--- config.mk ---
export PLATFORM = sky130hd
export DESIGN_NAME = alu_operand_stage_flat
export DESIGN_NICKNAME = d
export VERILOG_FILES = /design/src/rtl/alu_operand_stage_if.sv /design/src/rtl/alu_operand_stage.sv /design/src/flat_wrapper.sv
export SDC_FILE = /design/constraint.sdc
export NUM_CORES = 1
export LEC_CHECK = 0
export CAP_MARGIN = 20
export CORE_ASPECT_RATIO = 1.75
export CORE_MARGIN = 5
export CORE_UTILIZATION = 60
export DETAILED_ROUTE_END_ITERATION = 8
export GPL_TIMING_DRIVEN = 0
export PLACE_DENSITY = 0.92
export SETUP_SLACK_MARGIN = 0.02
export SLEW_MARGIN = 10
export SYNTH_ARGS = -nofsm -noshare
export SYNTH_HDL_FRONTEND = slang
export SYNTH_SLANG_ARGS = --single-unit
--- constraint.sdc ---
create_clock -name clk -period 6 [get_ports clk]
set_clock_uncertainty 0.1 [all_clocks]
set_input_delay 1.8 -clock clk [delete_from_list [all_inputs] [get_ports clk]]
set_output_delay 1.8 -clock clk [all_outputs]
set_load 0.01 [all_outputs]
--- src/rtl/alu_operand_stage_if.sv ---
// Command handshake between a controller and the ALU operand stage.
// The controller drives a request and its fields; the stage reports busy/done.
interface alu_operand_stage_if;
  logic       start;
  logic [2:0] rn;
  logic [2:0] rm;
  logic [2:0] rd;
  logic [1:0] op;
  logic [1:0] shift;
  logic       asel;
  logic       wb_en;
  logic       busy;
  logic       done;

  // Controller side: issues commands, observes status
  modport master (
    output start, rn, rm, rd, op, shift, asel, wb_en,
    input  busy, done
  );

  // Operand stage side: accepts commands, reports status
  modport slave (
    input  start, rn, rm, rd, op, shift, asel, wb_en,
    output busy, done
  );
endinterface

--- src/rtl/alu_operand_stage.sv ---
// Multi-cycle operand/result stage wrapped around an external 16-bit ALU.
// It owns an NREGS x WIDTH register file and the A, B and C registers, and it
// sequences one operation as IDLE -> LOAD_A -> LOAD_B -> EXEC -> WB -> IDLE.
// The ALU itself is outside this block: alu_a/alu_b/alu_op go out, and
// alu_out/alu_z come back and are captured during EXEC.
module alu_operand_stage #(
  parameter int WIDTH = 16,
  parameter int NREGS = 8
) (
  input  logic             clk,
  input  logic             rst_n,
  alu_operand_stage_if.slave cmd,
  input  logic             ext_we,
  input  logic [2:0]       ext_waddr,
  input  logic [WIDTH-1:0] ext_wdata,
  input  logic [2:0]       dbg_addr,
  output logic [WIDTH-1:0] dbg_data,
  output logic [WIDTH-1:0] alu_a,
  output logic [WIDTH-1:0] alu_b,
  output logic [1:0]       alu_op,
  input  logic [WIDTH-1:0] alu_out,
  input  logic             alu_z,
  output logic [WIDTH-1:0] c_out,
  output logic             z_flag
);

  typedef enum logic [2:0] {
    S_IDLE   = 3'd0,
    S_LOAD_A = 3'd1,
    S_LOAD_B = 3'd2,
    S_EXEC   = 3'd3,
    S_WB     = 3'd4
  } state_t;

  // B-operand shift encodings
  localparam logic [1:0] SH_NONE = 2'b00;
  localparam logic [1:0] SH_LSL1 = 2'b01;
  localparam logic [1:0] SH_LSR1 = 2'b10;
  localparam logic [1:0] SH_ASR1 = 2'b11;

  state_t           state_q, state_d;

  // Operand and result registers
  logic [WIDTH-1:0] a_q, a_d;
  logic [WIDTH-1:0] b_q, b_d;
  logic [WIDTH-1:0] c_q, c_d;
  logic             z_q, z_d;
  logic             done_q, done_d;

  // Command fields captured when a start is accepted in IDLE
  logic [2:0]       rn_q, rn_d;
  logic [2:0]       rm_q, rm_d;
  logic [2:0]       rd_q, rd_d;
  logic [1:0]       op_q, op_d;
  logic [1:0]       shift_q, shift_d;
  logic             asel_q, asel_d;
  logic             wb_en_q, wb_en_d;

  // Register file
  logic [WIDTH-1:0] regs_q [NREGS];
  logic [WIDTH-1:0] regs_d [NREGS];

  // Shifted view of R[rm], loaded into B during LOAD_B
  logic [WIDTH-1:0] shift_src;
  logic [WIDTH-1:0] shift_res;

  // Apply the latched 1-bit shift to the B source register; ASR keeps the sign bit
  always_comb begin
    shift_src = regs_q[rm_q];
    shift_res = shift_src;
    case (shift_q)
      SH_NONE: shift_res = shift_src;
      SH_LSL1: shift_res = {shift_src[WIDTH-2:0], 1'b0};
      SH_LSR1: shift_res = {1'b0, shift_src[WIDTH-1:1]};
      SH_ASR1: shift_res = {shift_src[WIDTH-1], shift_src[WIDTH-1:1]};
      default: shift_res = shift_src;
    endcase
  end

  // Next-state and next-register logic for the whole sequencer
  always_comb begin
    state_d = state_q;
    a_d     = a_q;
    b_d     = b_q;
    c_d     = c_q;
    z_d     = z_q;
    done_d  = 1'b0;
    rn_d    = rn_q;
    rm_d    = rm_q;
    rd_d    = rd_q;
    op_d    = op_q;
    shift_d = shift_q;
    asel_d  = asel_q;
    wb_en_d = wb_en_q;
    regs_d  = regs_q;

    case (state_q)
      S_IDLE: begin
        // External writes are only honoured while idle, so they can never
        // collide with an internal write-back. A write in the same cycle as
        // start lands first and is seen by the following LOAD states.
        if (ext_we) begin
          regs_d[ext_waddr] = ext_wdata;
        end
        if (cmd.start) begin
          rn_d    = cmd.rn;
          rm_d    = cmd.rm;
          rd_d    = cmd.rd;
          op_d    = cmd.op;
          shift_d = cmd.shift;
          asel_d  = cmd.asel;
          wb_en_d = cmd.wb_en;
          state_d = S_LOAD_A;
        end
      end

      S_LOAD_A: begin
        a_d     = regs_q[rn_q];
        state_d = S_LOAD_B;
      end

      S_LOAD_B: begin
        b_d     = shift_res;
        state_d = S_EXEC;
      end

      S_EXEC: begin
        // A and B have been stable since LOAD_B, so the ALU result is settled
        c_d     = alu_out;
        z_d     = alu_z;
        state_d = S_WB;
      end

      S_WB: begin
        if (wb_en_q) begin
          regs_d[rd_q] = c_q;
        end
        done_d  = 1'b1;
        state_d = S_IDLE;
      end

      default: begin
        state_d = S_IDLE;
      end
    endcase
  end

  // Register every piece of state; synchronous active-low reset clears it all
  always_ff @(posedge clk) begin
    if (!rst_n) begin
      state_q <= S_IDLE;
      a_q     <= '0;
      b_q     <= '0;
      c_q     <= '0;
      z_q     <= 1'b0;
      done_q  <= 1'b0;
      rn_q    <= '0;
      rm_q    <= '0;
      rd_q    <= '0;
      op_q    <= '0;
      shift_q <= '0;
      asel_q  <= 1'b0;
      wb_en_q <= 1'b0;
      for (int i = 0; i < NREGS; i++) begin
        regs_q[i] <= '0;
      end
    end else begin
      state_q <= state_d;
      a_q     <= a_d;
      b_q     <= b_d;
      c_q     <= c_d;
      z_q     <= z_d;
      done_q  <= done_d;
      rn_q    <= rn_d;
      rm_q    <= rm_d;
      rd_q    <= rd_d;
      op_q    <= op_d;
      shift_q <= shift_d;
      asel_q  <= asel_d;
      wb_en_q <= wb_en_d;
      for (int i = 0; i < NREGS; i++) begin
        regs_q[i] <= regs_d[i];
      end
    end
  end

  // ALU drive and status outputs, all taken straight from registers
  assign alu_a    = asel_q ? '0 : a_q;
  assign alu_b    = b_q;
  assign alu_op   = op_q;
  assign c_out    = c_q;
  assign z_flag   = z_q;
  assign dbg_data = regs_q[dbg_addr];
  assign cmd.busy = (state_q != S_IDLE);
  assign cmd.done = done_q;

endmodule
--- src/flat_wrapper.sv ---
// flat-port wrapper written by rule: the top's interface ports become plain ports
module alu_operand_stage_flat 
#(
  parameter int WIDTH = 16,
  parameter int NREGS = 8
)
  (clk, rst_n, ext_we, ext_waddr, ext_wdata, dbg_addr, dbg_data, alu_a, alu_b, alu_op, alu_out, alu_z, c_out, z_flag, cmd_start, cmd_rn, cmd_rm, cmd_rd, cmd_op, cmd_shift, cmd_asel, cmd_wb_en, cmd_busy, cmd_done);
  alu_operand_stage_if cmd_i ();
  input  logic clk;
  input  logic rst_n;
  input  logic ext_we;
  input  logic [2:0] ext_waddr;
  input  logic [WIDTH-1:0] ext_wdata;
  input  logic [2:0] dbg_addr;
  output logic [WIDTH-1:0] dbg_data;
  output logic [WIDTH-1:0] alu_a;
  output logic [WIDTH-1:0] alu_b;
  output logic [1:0] alu_op;
  input  logic [WIDTH-1:0] alu_out;
  input  logic alu_z;
  output logic [WIDTH-1:0] c_out;
  output logic z_flag;
  input wire logic [$bits(cmd_i.start)-1:0] cmd_start;
  input wire logic [$bits(cmd_i.rn)-1:0] cmd_rn;
  input wire logic [$bits(cmd_i.rm)-1:0] cmd_rm;
  input wire logic [$bits(cmd_i.rd)-1:0] cmd_rd;
  input wire logic [$bits(cmd_i.op)-1:0] cmd_op;
  input wire logic [$bits(cmd_i.shift)-1:0] cmd_shift;
  input wire logic [$bits(cmd_i.asel)-1:0] cmd_asel;
  input wire logic [$bits(cmd_i.wb_en)-1:0] cmd_wb_en;
  output wire logic [$bits(cmd_i.busy)-1:0] cmd_busy;
  output wire logic [$bits(cmd_i.done)-1:0] cmd_done;
  assign cmd_i.start = cmd_start;
  assign cmd_i.rn = cmd_rn;
  assign cmd_i.rm = cmd_rm;
  assign cmd_i.rd = cmd_rd;
  assign cmd_i.op = cmd_op;
  assign cmd_i.shift = cmd_shift;
  assign cmd_i.asel = cmd_asel;
  assign cmd_i.wb_en = cmd_wb_en;
  assign cmd_busy = cmd_i.busy;
  assign cmd_done = cmd_i.done;
  alu_operand_stage #(.WIDTH(WIDTH), .NREGS(NREGS)) u_core (.clk(clk), .rst_n(rst_n), .cmd(cmd_i), .ext_we(ext_we), .ext_waddr(ext_waddr), .ext_wdata(ext_wdata), .dbg_addr(dbg_addr), .dbg_data(dbg_data), .alu_a(alu_a), .alu_b(alu_b), .alu_op(alu_op), .alu_out(alu_out), .alu_z(alu_z), .c_out(c_out), .z_flag(z_flag));
endmodule
==> impl_metrics.ini, run 1 <==
; yosys + openroad results
[final_timing]
fmax_mhz = 170
rsz0062_at_grt = false
finalHoldViolations = 0
slew_headroom_pct = 27.9
min_period_ps = 5900
tightest_slew_ps = 1070
maxSlewViolCount = 0
fin_crit_sh_pct = 98.3
holdWs_ps = 365
fin_tns_setup_ps = 0

[worst_setup_path]
r2r_cells = 7
crit_chain = clkbuf_1 -> clkdlybuf4s18_2 -> mux4_2 -> mux2_2 -> clkdlybuf4s50_1
rr_startpoint = u_core.state_q[2]
crit_required_ps = 4100
crit_family = buffers and inverters
crit_fanout = 10
crit_start = dbg_addr[0]
endpoint = dbg_data[13]
worstSetupStartpointType = primary input
worst_setup_path_end_kind = output port
cp.depth = 5
critPathArrivalTime_ps = 4000
crit_slowest_cell = clkdlybuf4s18_2
slowest_delay_ps = 550
regToRegSetupSlack_ps = 3170
reg2reg_to = u_core.regs_q[66]
critPathKind = in -> out
path_buffers = 3

[logic_synthesis]
postSynthCellCount = 1220
ys_top_cells_by_area = dfxtp_1 (34%), mux4_2 (13%), a22oi_1 (10%)
ys_area_um2 = 11400
adder_share_pct = 0
yosys_warnings = 0
ys.flop_type = dfxtp_1
xor_share_pct = 0.0765
synth-seq-cells = 196
synthDistinctLibCells = 38
synth-edff-count = 0
yosysCellCount = 1220
ys_seq_share_pct = 34.3
synthMuxAreaShare_pct = 21.5
yosysTopAreaCell = dfxtp_1
syn_avg_cell_area_um2 = 9.38
synth-compound-area-share_pct = 30.5
netlist_top_cells_count = dfxtp_1 (196), a21oi_1 (166), a22oi_1 (157)
ys_sh_simple_pct = 7.70
synth_nets = 1278
yosysMostFrequentCell = dfxtp_1

[drt]
wl_mm = 42.8
wl_met3_mm = 3.50
vias = 11300
dr.pass1.iters = 8
viasPerCell = 7.06
met1Wirelength_mm = 15.2
drc = 0
drtIter0Drc = 1315
final_antenna_net_count = 0
dr_wl_met2_mm = 21.8
top_layer = met4
routedWlPerCell_um = 26.8

[die]
fp_util_pct = 60.4
die_x_um = 114
fp.dieArea_um2 = 22000
row_count = 67
fp.dieH_um = 193
io_pins = 127
taps = 241
coreArea_um2 = 18900

[power]
leakage_uw = 0.00394
totalPowerFinal_uw = 3420
ir_worst_vdd_mv = 0.280
pg_clk_uw = 1060
power.share.sequential_pct = 43.2
p_per_area_nw_per_um2 = 256
swShare_pct = 33.5
p_clk_share_pct = 31.1
top_power_group = sequential cells
pwr-share-comb_pct = 25.7
power.switching_uw = 1150
powerSeq_uw = 1480
p_int_uw = 2270
pg_comb_uw = 876

[finish]
final_nets = 1402
clock_buffers = 18
drive_above_1_share_pct = 12.9
syn_to_final_growth_pct = 16.4
largest_class = combinational gates
nMultiInputCombCells = 858
sh_seq_area_pct = 29.4
inv_count = 3
diodes = 1
final_layout_top_logic_cells = dfxtp_1 (196), a21oi_1 (166), a22oi_1 (157)
buffer_area_share_pct = 12.9
regArea_um2 = 3920
clkCellAreaFrac_pct = 3.85
final-comb-area_um2 = 6850
largest-register = u_core.regs_q
lay_top_count = dfxtp_1
post-route-util_pct = 70.3
comb_area_share_pct = 51.4
fill_cells = 1559
nFlopsAndLatches = 196
n_all_buffers = 268
largest_reg_flops = 128
finalNonFillerCells = 1597

[grt]
antenna_found_initial = 0
grt_overflow_total = 0
grt_use_total_pct = 38.9
grt_pass1_vias = 11100
grt_use_met3_pct = 5.05
met2_usage_pct = 67.5
grt_max_degree = 17
met1_usage_pct = 46.0
busiest_layer = met2
grt_pass1_wl_mm = 64.7

[clock_tree]
path_clk_slew_ps = 70
htree_levels = 4
cts_buffer_depth = 2
cts_tree = done
cts_hold_buffers = 0
cts_made_buffers = 17
clk_latency_ps = 450
cts_setup_buffers = 0
cts.sinks = 196
cts_resized = 2
cts_root_buf = clkbuf_16

[place]
io_buffers = 105
place_congestion = 1.01
hpwlAfterDp_mm = 34.3
place_area_um2 = 12800
post-place-ws_ps = -169

[hold_path]
holdCritPathClass = reg -> reg
worstHoldEndpoint = u_core.wb_en_q
min_path_cells = 2
holdCritStartpoint = u_core.wb_en_q

[run]
timing.max_cap.violations = 0
log.warning_count = 26

[status]
status = finished clean
**Run 1: selected gate families**

The bar under the picture is 20 µm long.
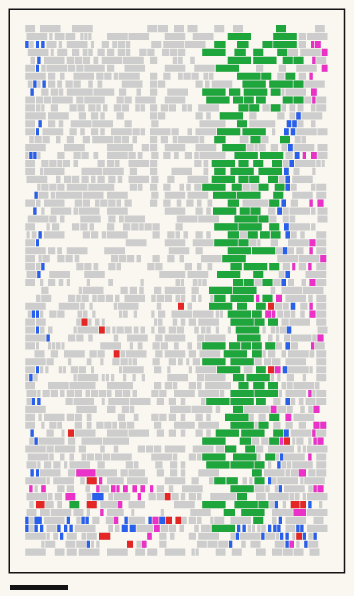
- magenta: nor cells (cells 63; most used nor2_1; where widely spread)
- red: and/or cells (cells 19; most used and2_1)
- blue: nand cells (cells 96; most used nand2_1; where widely spread)
- green: mux cells (cells 159; most used mux2i_1)

**Run 1: clock distribution**

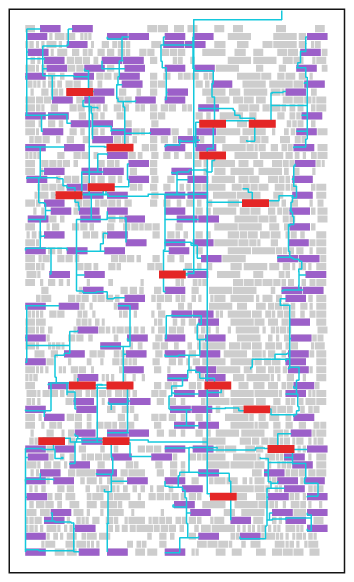
- cyan: clock wires (length 2,450 µm)
- red: clock drivers (count 17)
- purple: flip-flops (count 196)
- routed clock nets: 18
- flops lie: widely spread

**Run 1: layout detail**

The bar under the picture is 10 µm long. Window x 45 to 70, y 45 to 70 µm. Cells in grey, sequential cells in the stronger grey; small squares are vias.
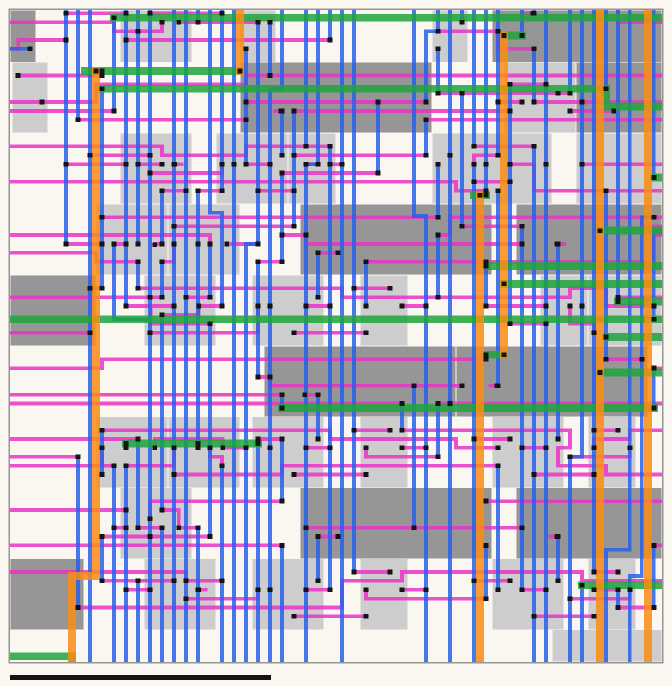
- orange: metal 4
- magenta: metal 1
- green: metal 3
- blue: metal 2
- netlist names of flops here include: u_core.regs_q (8)
- cells with their middle in the window: 36
- most frequent: a22oi_1 (9)
- sequential cells in the window: 8

==> run 1 -> run 2 <==
- SKIP_CTS_REPAIR_TIMING: not set -> 1
**Run 2: cell outlines without signal wires**

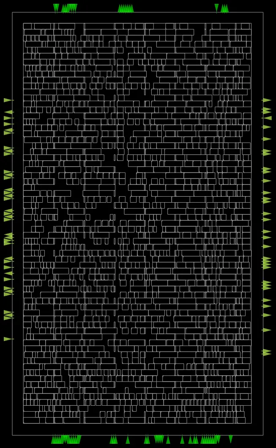
FILL cells: 1,561
Core Util, Final: 70.3%
tap cells: 241

**Run 2: clock distribution**

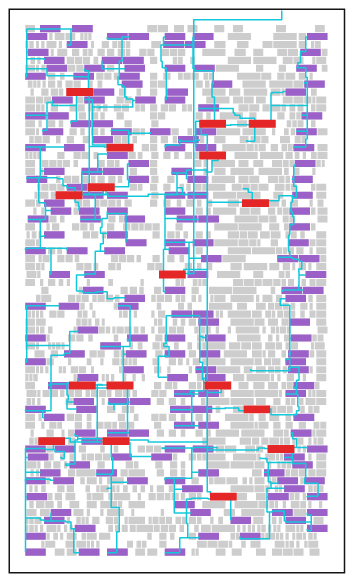
- red: clock drivers (count 17)
- purple: flip-flops (count 196)
- cyan: clock wires (length 2,430 µm)
- flops lie: widely spread
- routed clock nets: 18

**Run 2: layout detail**

The bar under the picture is 10 µm long. Window x 45 to 70, y 45 to 70 µm. Cells in grey, sequential cells in the stronger grey; small squares are vias.
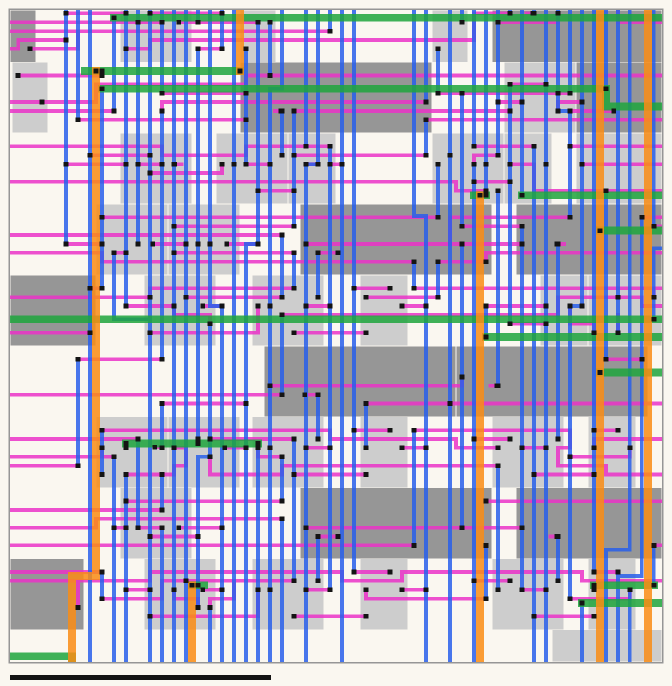
- green: metal 3
- magenta: metal 1
- orange: metal 4
- blue: metal 2
- cells with their middle in the window: 36
- netlist names of flops here include: u_core.regs_q (8)
- most frequent: a22oi_1 (9)
- sequential cells in the window: 8

==> impl_metrics.ini, run 2 <==
; yosys + openroad results
[grt]
met1_usage_pct = 46.0
met2_usage_pct = 67.5
grt_overflow_total = 0
busiest_layer = met2
antenna_found_initial = 0
grt_use_total_pct = 38.9
grt_pass1_wl_mm = 64.7

[final_timing]
fin_crit_sh_pct = 97.1
tightest_slew_ps = 1030
holdWs_ps = 364
finalHoldViolations = 0
fmax_mhz = 172
min_period_ps = 5820
fin_tns_setup_ps = 0
slew_headroom_pct = 30.8

[clock_tree]
cts_tree = done
cts.sinks = 196
cts_buffer_depth = 2
path_clk_slew_ps = 70
cts_root_buf = clkbuf_16

[finish]
largest-register = u_core.regs_q
diodes = 1
final_layout_top_logic_cells = dfxtp_1 (196), a21oi_1 (166), a22oi_1 (157)
clock_buffers = 18
largest_reg_flops = 128
nFlopsAndLatches = 196
buffer_area_share_pct = 12.9
clkCellAreaFrac_pct = 3.85
regArea_um2 = 3920
drive_above_1_share_pct = 12.9
final-comb-area_um2 = 6850
lay_top_count = dfxtp_1
n_all_buffers = 268
inv_count = 3

[logic_synthesis]
synthMuxAreaShare_pct = 21.5
adder_share_pct = 0
yosysTopAreaCell = dfxtp_1
synth_nets = 1278
yosysCellCount = 1220
ys_area_um2 = 11400
netlist_top_cells_count = dfxtp_1 (196), a21oi_1 (166), a22oi_1 (157)
syn_avg_cell_area_um2 = 9.38
synth-compound-area-share_pct = 30.5
postSynthCellCount = 1220

[status]
status = finished clean

[die]
row_count = 67
fp.dieArea_um2 = 22000
fp_util_pct = 60.4
coreArea_um2 = 18900

[worst_setup_path]
r2r_cells = 7
worstSetupStartpointType = primary input
crit_required_ps = 4100
endpoint = dbg_data[13]
crit_family = buffers and inverters
slowest_delay_ps = 550
cp.depth = 5
crit_chain = clkbuf_1 -> clkbuf_2 -> mux4_2 -> mux2_2 -> clkdlybuf4s50_1
critPathArrivalTime_ps = 3920
crit_start = dbg_addr[0]

[power]
ir_worst_vdd_mv = 0.279
power.switching_uw = 1150
leakage_uw = 0.00394
pwr-share-comb_pct = 25.7
totalPowerFinal_uw = 3420

[drt]
final_antenna_net_count = 0
wl_met3_mm = 3.38
drc = 0
vias = 11300
top_layer = met4
met1Wirelength_mm = 15.2
dr_wl_met2_mm = 21.8
wl_mm = 42.7
dr.pass1.iters = 6

[hold_path]
worstHoldEndpoint = u_core.wb_en_q
holdCritStartpoint = u_core.wb_en_q
holdCritPathClass = reg -> reg

[place]
hpwlAfterDp_mm = 34.3
io_buffers = 105
post-place-ws_ps = -169

[run]
timing.max_cap.violations = 0
==> run 2 -> run 3 <==
- CAP_MARGIN: 20 -> 15
- MAX_ROUTING_LAYER: not set -> met4
**Run 3: cell outlines without signal wires**

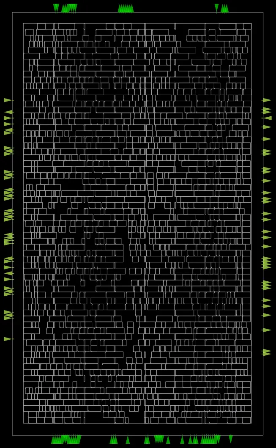
Core Util, Final: 70.6%
CORE AREA: 18,900 µm²

**Run 3: layout detail**

The bar under the picture is 10 µm long. Window x 45 to 70, y 45 to 70 µm. Cells in grey, sequential cells in the stronger grey; small squares are vias.
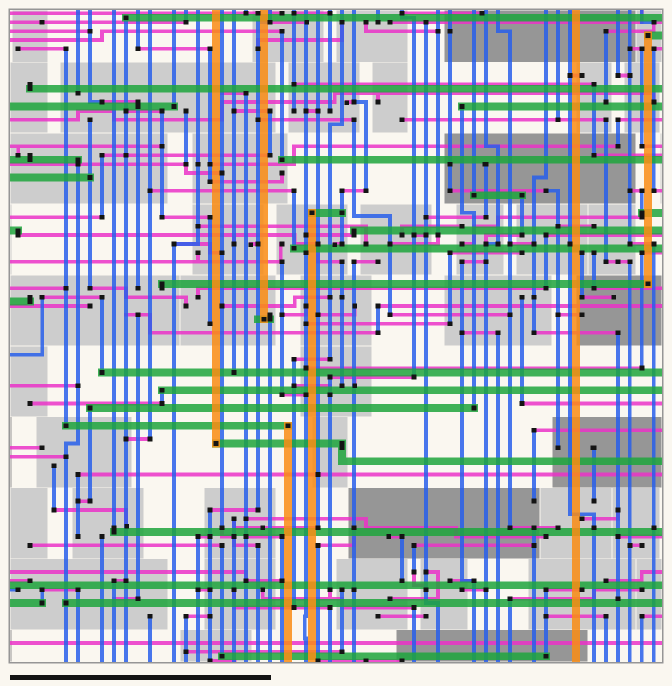
- orange: metal 4
- magenta: metal 1
- green: metal 3
- blue: metal 2
- cells with their middle in the window: 37
- netlist names of flops here include: u_core.regs_q (4)
- most frequent: a22oi_1 (9), clkbuf_1 (5), a211oi_1 (5)
- sequential cells in the window: 4

**Run 3: clock distribution**

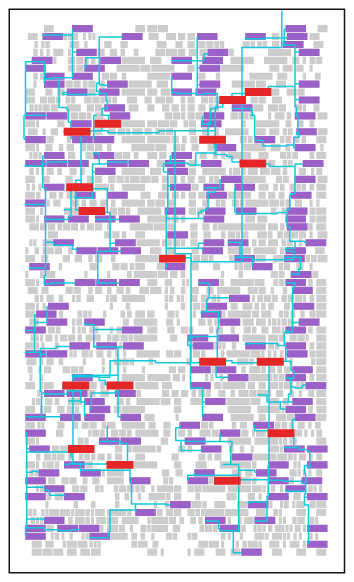
- cyan: clock wires (length 2,360 µm)
- purple: flip-flops (count 196)
- red: clock drivers (count 17)
- routed clock nets: 18

==> impl_metrics.ini, run 3 <==
; yosys + openroad results
[status]
status = finished clean

[logic_synthesis]
yosysMostFrequentCell = dfxtp_1
yosys_warnings = 0
xor_share_pct = 0.0765
postSynthCellCount = 1220
syn_avg_cell_area_um2 = 9.38
yosysCellCount = 1220
synth-compound-area-share_pct = 30.5
synthMuxAreaShare_pct = 21.5
ys_seq_share_pct = 34.3
async_reset_ff_share_pct = 0
ys_sh_simple_pct = 7.70
adder_share_pct = 0
synth_nets = 1278
ys_top_cells_by_area = dfxtp_1 (34%), mux4_2 (13%), a22oi_1 (10%)
syn_area_um2 = 11400
synth-seq-cells = 196
ys.flop_type = dfxtp_1
yosysTopAreaCell = dfxtp_1
ys_area_um2 = 11400
synth-edff-count = 0
netlist_top_cells_count = dfxtp_1 (196), a21oi_1 (166), a22oi_1 (157)
top_cell_area_share_pct = 34.3
synthDistinctLibCells = 38

[power]
swShare_pct = 32.3
pg_clk_uw = 1140
totalPowerFinal_uw = 3500
power.share.sequential_pct = 41.8
pwr-share-comb_pct = 25.6
pg_comb_uw = 897
p_per_area_nw_per_um2 = 262
leakage_uw = 0.00397
powerSeq_uw = 1460
power.switching_uw = 1130
top_power_group = sequential cells
ir_worst_vdd_mv = 0.223

[worst_setup_path]
worst_setup_path_end_kind = output port
rr_startpoint = u_core.rm_q[1]
path_buffers = 3
crit_chain = clkbuf_1 -> clkbuf_1 -> mux4_2 -> mux2_2 -> clkdlybuf4s50_1
endpoint = dbg_data[3]
worstSetupStartpointType = primary input
crit_top_cell = clkbuf_1
critPathKind = in -> out
cp.depth = 5
crit_start = dbg_addr[1]
slowest_delay_ps = 620
reg2reg_to = u_core.alu_b[3]
regToRegSetupSlack_ps = 2990
r2r_cells = 6
crit_fanout = 10
crit_required_ps = 4100
critPathArrivalTime_ps = 3990
crit_family = buffers and inverters

[finish]
finalNonFillerCells = 1596
clkCellAreaFrac_pct = 4.26
largest_class = combinational gates
drive_above_1_share_pct = 12.8
largest_reg_flops = 128
final_nets = 1402
stdcell_area_um2 = 13400
sh_seq_area_pct = 29.4
nMultiInputCombCells = 858
clock_buffers = 23
diodes = 0
comb_area_share_pct = 51.2
nFlopsAndLatches = 196
inv_count = 3
final-comb-area_um2 = 6840
buffer_area_share_pct = 12.9
fill_cells = 1560
final_layout_top_logic_cells = dfxtp_1 (196), a21oi_1 (166), a22oi_1 (157)
lay_top_count = dfxtp_1
n_all_buffers = 268
largest-register = u_core.regs_q
regArea_um2 = 3920
syn_to_final_growth_pct = 16.8

[drt]
routedWlPerCell_um = 26.0
final_antenna_net_count = 0
met1Wirelength_mm = 14.1
dr.pass1.iters = 6
wl_mm = 41.5
dr_wl_met2_mm = 21.2
top_layer = met4
vias = 11100
wl_met3_mm = 3.48
drc = 0

[run]
log.warning_count = 26
timing.max_cap.violations = 0

[grt]
met1_usage_pct = 43.9
antenna_found_initial = 0
met2_usage_pct = 66.5
grt_max_degree = 17
grt_use_total_pct = 39.4
grt_overflow_total = 0
grt_pass1_vias = 11100
grt_pass1_wl_mm = 64.2
grt_use_met3_pct = 6.28
busiest_layer = met2

[hold_path]
worstHoldEndpoint = u_core.alu_op[1]
min_path_cells = 2
holdCritStartpoint = u_core.alu_op[1]
holdCritPathClass = reg -> reg

[final_timing]
min_period_ps = 5890
maxSlewViolCount = 0
fin_crit_sh_pct = 98.2
tightest_slew_ps = 1180
fmax_mhz = 170
fin_tns_setup_ps = 0
holdWs_ps = 358
finalHoldViolations = 0
slew_headroom_pct = 21.5
fin_ws_ps = 110
rsz0062_at_grt = false
setup_viol = 0

[die]
fp.dieH_um = 193
io_pins = 127
taps = 241
fp.dieArea_um2 = 22000
row_count = 67
fp_util_pct = 60.4

[clock_tree]
cts_made_buffers = 17
cts.sinks = 196
cts_tree = done
path_clk_slew_ps = 70
cts_buffer_depth = 2
htree_levels = 4
clk_latency_ps = 450
cts_root_buf = clkbuf_16

[place]
place_area_um2 = 12800
io_buffers = 105
place_congestion = 1.03
post-place-ws_ps = -186
dp_cells = 1566
hpwlAfterDp_mm = 33.1
No activity file was given, so power comes from the tool's default toggle rates.
